===== src/rtl/eth_pkg.sv =====
// Shared Ethernet/ARP constants and the ARP receive state type.
package eth_pkg;

  localparam logic [15:0] ARP_HTYPE_ETH  = 16'h0001;
  localparam logic [15:0] ARP_PTYPE_IPV4 = 16'h0800;
  localparam logic [7:0]  ARP_HLEN       = 8'd6;
  localparam logic [7:0]  ARP_PLEN       = 8'd4;
  localparam logic [15:0] ARP_OP_REQUEST = 16'd1;
  localparam logic [15:0] ARP_OP_REPLY   = 16'd2;
  localparam logic [4:0]  ARP_BODY_LEN   = 5'd28;

  typedef enum logic [2:0] {
    ST_IDLE,
    ST_PARSE,
    ST_WAIT_END,
    ST_CRC,
    ST_DONE,
    ST_ERR,
    ST_DROP
  } ARP_RX_STATE;

  // True when byte b at body offset idx is acceptable for an IPv4-over-Ethernet
  // ARP header. Offsets outside the fixed header/opcode always pass.
  function automatic logic arp_hdr_byte_ok(input logic [4:0] idx, input logic [7:0] b);
    logic ok;
    ok = 1'b1;
    case (idx)
      5'd0: ok = (b == ARP_HTYPE_ETH[15:8]);
      5'd1: ok = (b == ARP_HTYPE_ETH[7:0]);
      5'd2: ok = (b == ARP_PTYPE_IPV4[15:8]);
      5'd3: ok = (b == ARP_PTYPE_IPV4[7:0]);
      5'd4: ok = (b == ARP_HLEN);
      5'd5: ok = (b == ARP_PLEN);
      5'd6: ok = (b == ARP_OP_REQUEST[15:8]);
      5'd7: ok = (b == ARP_OP_REQUEST[7:0]) || (b == ARP_OP_REPLY[7:0]);
      default: ok = 1'b1;
    endcase
    return ok;
  endfunction

endpackage


===== src/rtl/arp_decode.sv =====
// ARP body parser sitting behind the MAC receive decoder. Captures the
// 28-byte ARP body, validates the header, and publishes the result only
// after the frame closes with a good FCS.
module arp_decode
  import eth_pkg::*;
#(
  parameter logic [31:0] IP_ADDR   = 32'hC0A8_0164,
  parameter bit          CHECK_SHA = 1'b1
) (
  input  logic        clk,
  input  logic        rst_n,
  input  logic [7:0]  rxd,
  input  logic        rx_dv,
  input  logic        arp_decode_valid,
  input  logic        crc_err,
  input  logic [47:0] sa,
  output logic        arp_valid,
  output logic        arp_err,
  output logic [15:0] arp_oper,
  output logic [47:0] sender_mac,
  output logic [31:0] sender_ip,
  output logic [31:0] target_ip,
  output logic        req_for_us
);

  ARP_RX_STATE state_q, state_d;
  logic [4:0]  idx_q, idx_d;
  logic        adv_prev_q;
  logic        sha_ok_q, sha_ok_d;
  logic        capture;
  logic        start;

  // Working registers, filled byte by byte while parsing.
  logic [15:0] oper_w_q, oper_w_d;
  logic [47:0] sha_w_q, sha_w_d;
  logic [31:0] spa_w_q, spa_w_d;
  logic [31:0] tpa_w_q, tpa_w_d;
  logic        req_for_us_w;

  // Published result registers, touched only on entry to DONE.
  logic        load_out;
  logic [15:0] arp_oper_q;
  logic [47:0] sender_mac_q;
  logic [31:0] sender_ip_q;
  logic [31:0] target_ip_q;
  logic        req_for_us_q;

  // A frame starts only on a rising arp_decode_valid, so a frame interrupted
  // by reset is not picked up again mid-payload.
  assign start        = rx_dv && arp_decode_valid && !adv_prev_q;
  assign req_for_us_w = (oper_w_q == ARP_OP_REQUEST) && (tpa_w_q == IP_ADDR);

  // Next-state, byte index and strobe decisions.
  always_comb begin
    state_d  = state_q;
    idx_d    = idx_q;
    sha_ok_d = sha_ok_q;
    capture  = 1'b0;
    load_out = 1'b0;
    case (state_q)
      ST_IDLE: begin
        idx_d = 5'd0;
        if (start) begin
          capture = 1'b1;
          idx_d   = 5'd1;
          state_d = arp_hdr_byte_ok(5'd0, rxd) ? ST_PARSE : ST_DROP;
        end
      end
      ST_PARSE: begin
        if (!rx_dv || !arp_decode_valid) begin
          state_d = ST_ERR;
        end else begin
          capture = 1'b1;
          if (!arp_hdr_byte_ok(idx_q, rxd)) begin
            state_d = ST_DROP;
          end else if (idx_q == ARP_BODY_LEN - 5'd1) begin
            idx_d    = ARP_BODY_LEN;
            sha_ok_d = (sha_w_q == sa);
            state_d  = ST_WAIT_END;
          end else begin
            idx_d = idx_q + 5'd1;
          end
        end
      end
      ST_WAIT_END: begin
        if (!rx_dv) begin
          state_d = ST_CRC;
        end else if (!arp_decode_valid) begin
          state_d = ST_ERR;
        end
      end
      ST_CRC: begin
        if (crc_err || (CHECK_SHA && !sha_ok_q)) begin
          state_d = ST_ERR;
        end else begin
          state_d  = ST_DONE;
          load_out = 1'b1;
        end
      end
      ST_DONE: begin
        idx_d   = 5'd0;
        state_d = ST_IDLE;
      end
      ST_ERR: begin
        idx_d   = 5'd0;
        state_d = ST_IDLE;
      end
      ST_DROP: begin
        if (!rx_dv) begin
          state_d = ST_ERR;
        end
      end
      default: begin
        idx_d   = 5'd0;
        state_d = ST_IDLE;
      end
    endcase
  end

  // Index-decoded byte capture: each field shifts in big-endian order.
  always_comb begin
    oper_w_d = oper_w_q;
    sha_w_d  = sha_w_q;
    spa_w_d  = spa_w_q;
    tpa_w_d  = tpa_w_q;
    if (capture) begin
      if (idx_q >= 5'd6 && idx_q <= 5'd7) begin
        oper_w_d = {oper_w_q[7:0], rxd};
      end
      if (idx_q >= 5'd8 && idx_q <= 5'd13) begin
        sha_w_d = {sha_w_q[39:0], rxd};
      end
      if (idx_q >= 5'd14 && idx_q <= 5'd17) begin
        spa_w_d = {spa_w_q[23:0], rxd};
      end
      if (idx_q >= 5'd24 && idx_q <= 5'd27) begin
        tpa_w_d = {tpa_w_q[23:0], rxd};
      end
    end
  end

  // State, index and working-register flops.
  always_ff @(posedge clk or negedge rst_n) begin
    if (!rst_n) begin
      state_q    <= ST_IDLE;
      idx_q      <= 5'd0;
      adv_prev_q <= 1'b1;
      sha_ok_q   <= 1'b0;
      oper_w_q   <= '0;
      sha_w_q    <= '0;
      spa_w_q    <= '0;
      tpa_w_q    <= '0;
    end else begin
      state_q    <= state_d;
      idx_q      <= idx_d;
      adv_prev_q <= arp_decode_valid;
      sha_ok_q   <= sha_ok_d;
      oper_w_q   <= oper_w_d;
      sha_w_q    <= sha_w_d;
      spa_w_q    <= spa_w_d;
      tpa_w_q    <= tpa_w_d;
    end
  end

  // Result registers hold the last good packet until the next one completes.
  always_ff @(posedge clk or negedge rst_n) begin
    if (!rst_n) begin
      arp_oper_q   <= '0;
      sender_mac_q <= '0;
      sender_ip_q  <= '0;
      target_ip_q  <= '0;
      req_for_us_q <= 1'b0;
    end else if (load_out) begin
      arp_oper_q   <= oper_w_q;
      sender_mac_q <= sha_w_q;
      sender_ip_q  <= spa_w_q;
      target_ip_q  <= tpa_w_q;
      req_for_us_q <= req_for_us_w;
    end
  end

  assign arp_valid  = (state_q == ST_DONE);
  assign arp_err    = (state_q == ST_ERR);
  assign arp_oper   = arp_oper_q;
  assign sender_mac = sender_mac_q;
  assign sender_ip  = sender_ip_q;
  assign target_ip  = target_ip_q;
  assign req_for_us = req_for_us_q;

endmodule

===== config.mk =====
export PLATFORM = sky130hd
export DESIGN_NAME = arp_decode
export DESIGN_NICKNAME = d
export VERILOG_FILES = /design/src/rtl/eth_pkg.sv /design/src/rtl/arp_decode.sv
export SDC_FILE = /design/constraint.sdc
export NUM_CORES = 1
export LEC_CHECK = 0
export CAP_MARGIN = 15
export CELL_PAD_IN_SITES_DETAIL_PLACEMENT = 1
export CELL_PAD_IN_SITES_GLOBAL_PLACEMENT = 1
export CORE_MARGIN = 2
export CORE_UTILIZATION = 45
export CTS_CLUSTER_DIAMETER = 30
export CTS_CLUSTER_SIZE = 25
export DETAILED_ROUTE_END_ITERATION = 6
export DONT_BUFFER_PORTS = 1
export PLACE_DENSITY = 0.77
export SETUP_SLACK_MARGIN = 0.3
export SKIP_LAST_GASP = 1
export SYNTH_ARGS = -nofsm -noshare
export SYNTH_HDL_FRONTEND = slang
export SYNTH_SLANG_ARGS = --single-unit

===== constraint.sdc =====
create_clock -name clk -period 3.15 [get_ports clk]
set_input_delay 0.4725 -clock clk [delete_from_list [all_inputs] [get_ports clk]]
set_output_delay 0.4725 -clock clk [all_outputs]
set_load 0.005 [all_outputs]

ff_map.png
(1.5 px per um) Other sequential cells in the stronger grey, the rest of the logic in the fainter grey.
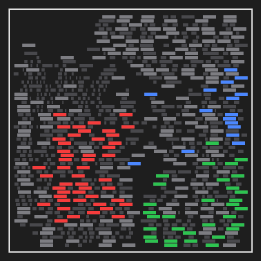
sha_w_q -> red  # placed flops 48
target_ip -> green  # placed flops 32, where lower right
arp_oper -> blue  # placed flops 16, where middle right
Layout Utilization: 55.1%
sequential share of cell area: 50.0%

pinout.png
(1.5 px per um) Pins as bars across the die edge, other pins in grey.
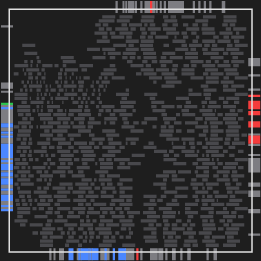
crc_err -> green  # pins 1, direction input, edge left
sa -> blue  # pins 48, direction input, edge 27 left, 21 bottom
arp_oper -> red  # pins 16, direction output, edge 14 right, 1 bottom, 1 top
all pins by edge = 60 bottom, 58 left, 38 right, 36 top
port bufs: 0
Chip Width: 161 um
height of the die: 161 um

layers.png
(2 px per um)
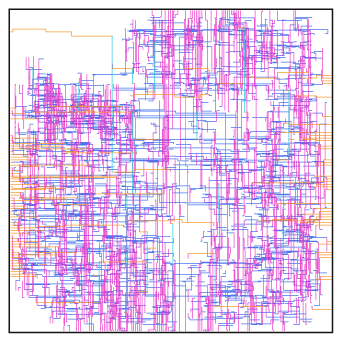
M4 -> cyan  # wire length 599 um
M2 -> magenta  # wire length 14,300 um
M3 -> orange  # wire length 1,800 um
M1 -> blue  # wire length 10,400 um
post-DR wirelength/cell: 23.9 um
wirelength, routed: 27.2 mm
vias post-DR: 6,334
Total Routing Usage GR: 21.5%

==> reports/metrics.csv <==
metric,value,unit
maximum VDD drop,0.000444,V
Hold WC Path Type,input pin to asynchronous set/reset pin,
Top cell area share,60.1,%
Residual DRC,0,
r2r endpoint,sha_w_q[8]$_DFFE_PN0P_,
Final min period,2490,ps
sw power,2.31,mW
max incr delay on CP,540,ps
Ys Warns,0,
"AND-OR/OR-AND Cells, Area Fraction",2.04,%
initial antenna violation count,0,
Synth mux share,26.7,%
Final Hold Vio Count,267,
Seq. pwr,3.71,mW
Non-Filler Instances,1137,
CP top delay family,flip-flops,
fin nets,832,
power in the clock group,5.94,mW
WP buf/inv,2,
"area leader, netlist",dfrtp_1,
Synth Area in XOR/XNOR,3.95,%
Slew Limit Headroom,48.3,%
fraction of registers with async set/reset,100,%
most frequent CP cell,a21oi_1,
leakage power,6.43,nW
R2R depth,7,
Reg power frac,36.6,%
Post CTS Setup Buffer Count,0,
Post-synth area hogs,"dfrtp_1 (60%), mux2_2 (25%), xnor2_1 (3.9%)",
internal power,7.83,mW
power density over cell area,759,mW/mm^2
floorplan core area,0.0242,mm^2
wire length of the first global-routing pass,43.3,mm
DP HPWL,17.6,mm
TritonRoute pass-1 iters,4,
"Slew Viols, Final",0,
overall power,10.1,mW
P&R area growth vs syn,20.6,%
Final Cell Area,0.0134,mm^2
Top Consumer,clock,
fin crit share,79.2,%
switching share of power,22.8,%
synthesized area per cell,15.0,um^2
"Slowest-stage cell, CP",dfrtp_1,
DR iter-0 viols,291,
Netlist cell types,49,
RSZ-0062 raised after global routing,false,
worst flop-to-flop path startpoint,idx_q[1]$_DFFE_PN0P_,
crit path from,idx_q[1]$_DFFE_PN0P_,
Basic Gates by Area,4.96,%
CTS tree,done,
setup TNS,0,ps
number of enable flip-flop cells,0,
Synth Instances,738,
Worst Slack Setup Final,656,ps
ANT nets after route,0,
Clk network pwr share,58.5,%
# Max-Cap Violations,0,
violated checks,hold timing,
via-per-instance ratio,5.57,
Crit path required time,3570,ps
Yosys top cell by instances,dfrtp_1,
yosys stat cell total,738,
Worst Path Max Fanout,27,
vias in the first global route,7326,
clk buf depth,3,
cell row count,57,
Comb pwr share,4.9,%
Mapped Nets,803,
Post-DP Area,0.0114,mm^2
Worst-path clk slew,50,ps
Tightest Pin Transition,776,ps
IO Pins,192,
crit end category,flop,
max frequency,0.401,GHz
Tool Warnings,35,
gr ovfl total,0,
Hold Worst Slack,-362,ps
TritonCTS buffer count,55,
layout cell share with drive strength beyond 1,45.1,%
placed cells,1033,
diodes inserted,0,
type of the worst setup path,flop to flop,
Top logic family,multiplexers,
die area,0.0259,mm^2
status,"complete, but fails checks",
H-tree levels,2,
Root Driver,clkbuf_16,
Post-synth regs,267,
clock skew,22.1,ps
CTS Sinks,267,
yosys stat chip area,0.0111,mm^2
CP Launch Type,flop,
Mapped Area,0.0111,mm^2
P_comb,497,uW
metal layers:
layer / track usage [%] / vias up / wire [um] / part of all wire [%]
li1: - / 2735 / - / -
met1: 25.5 / 3360 / 10400 / 38
met2: 38.0 / 190 / 14300 / 53
met3: 6.07 / 49 / 1800 / 6.6
met4: 6.49 / 0 / 599 / 2.2
met5: 0 / - / 0 / 0
worst register-to-register path, cell delays in order, from the launching register on:
cell	delay (ps)
dfrtp_1	540
inv_1	170
ha_1	260
a21oi_1	170
a21oi_1	100
nand2_2	470
buf_12	280
mux2_2	370
placed cells by master (no fill, tap or decap), drive strengths merged, types with 3 or more instances in the layout:
| cell | synthesis | final |
|---|---|---|
| nor3b | 3 | 3 |
| xnor2 | 49 | 49 |
| nor4 | 9 | 9 |
| clkinvlp | 0 | 10 |
| nand2 | 9 | 9 |
| nor2 | 11 | 11 |
| nor4bb | 4 | 4 |
| nor4b | 6 | 6 |
| a31oi | 4 | 4 |
| nor2b | 6 | 6 |
| o21ai | 3 | 3 |
| or4 | 3 | 3 |
| nand3 | 4 | 4 |
| clkbuf | 21 | 68 |
| buf | 12 | 4 |
| nand2b | 4 | 4 |
| and2 | 3 | 3 |
| dfrtp | 266 | 266 |
| o211ai | 5 | 5 |
| nor3 | 6 | 6 |
| bufinv | 0 | 8 |
| ha | 4 | 4 |
| a21oi | 5 | 5 |
| mux2i | 3 | 3 |
| inv | 7 | 10 |
| nand4 | 16 | 16 |
| mux2 | 257 | 257 |
| clkinv | 0 | 14 |
cell type report:
class	instances	area [um^2]
fillers	2259	10900
flip-flops and latches	267	6680
multi-input cells	431	4240
clock buffers	68	1510
clock inverters	35	434
well taps	324	405
repair buffers	5	65.1
inverters	7	26.3
Power and IR drop assume default switching activity.
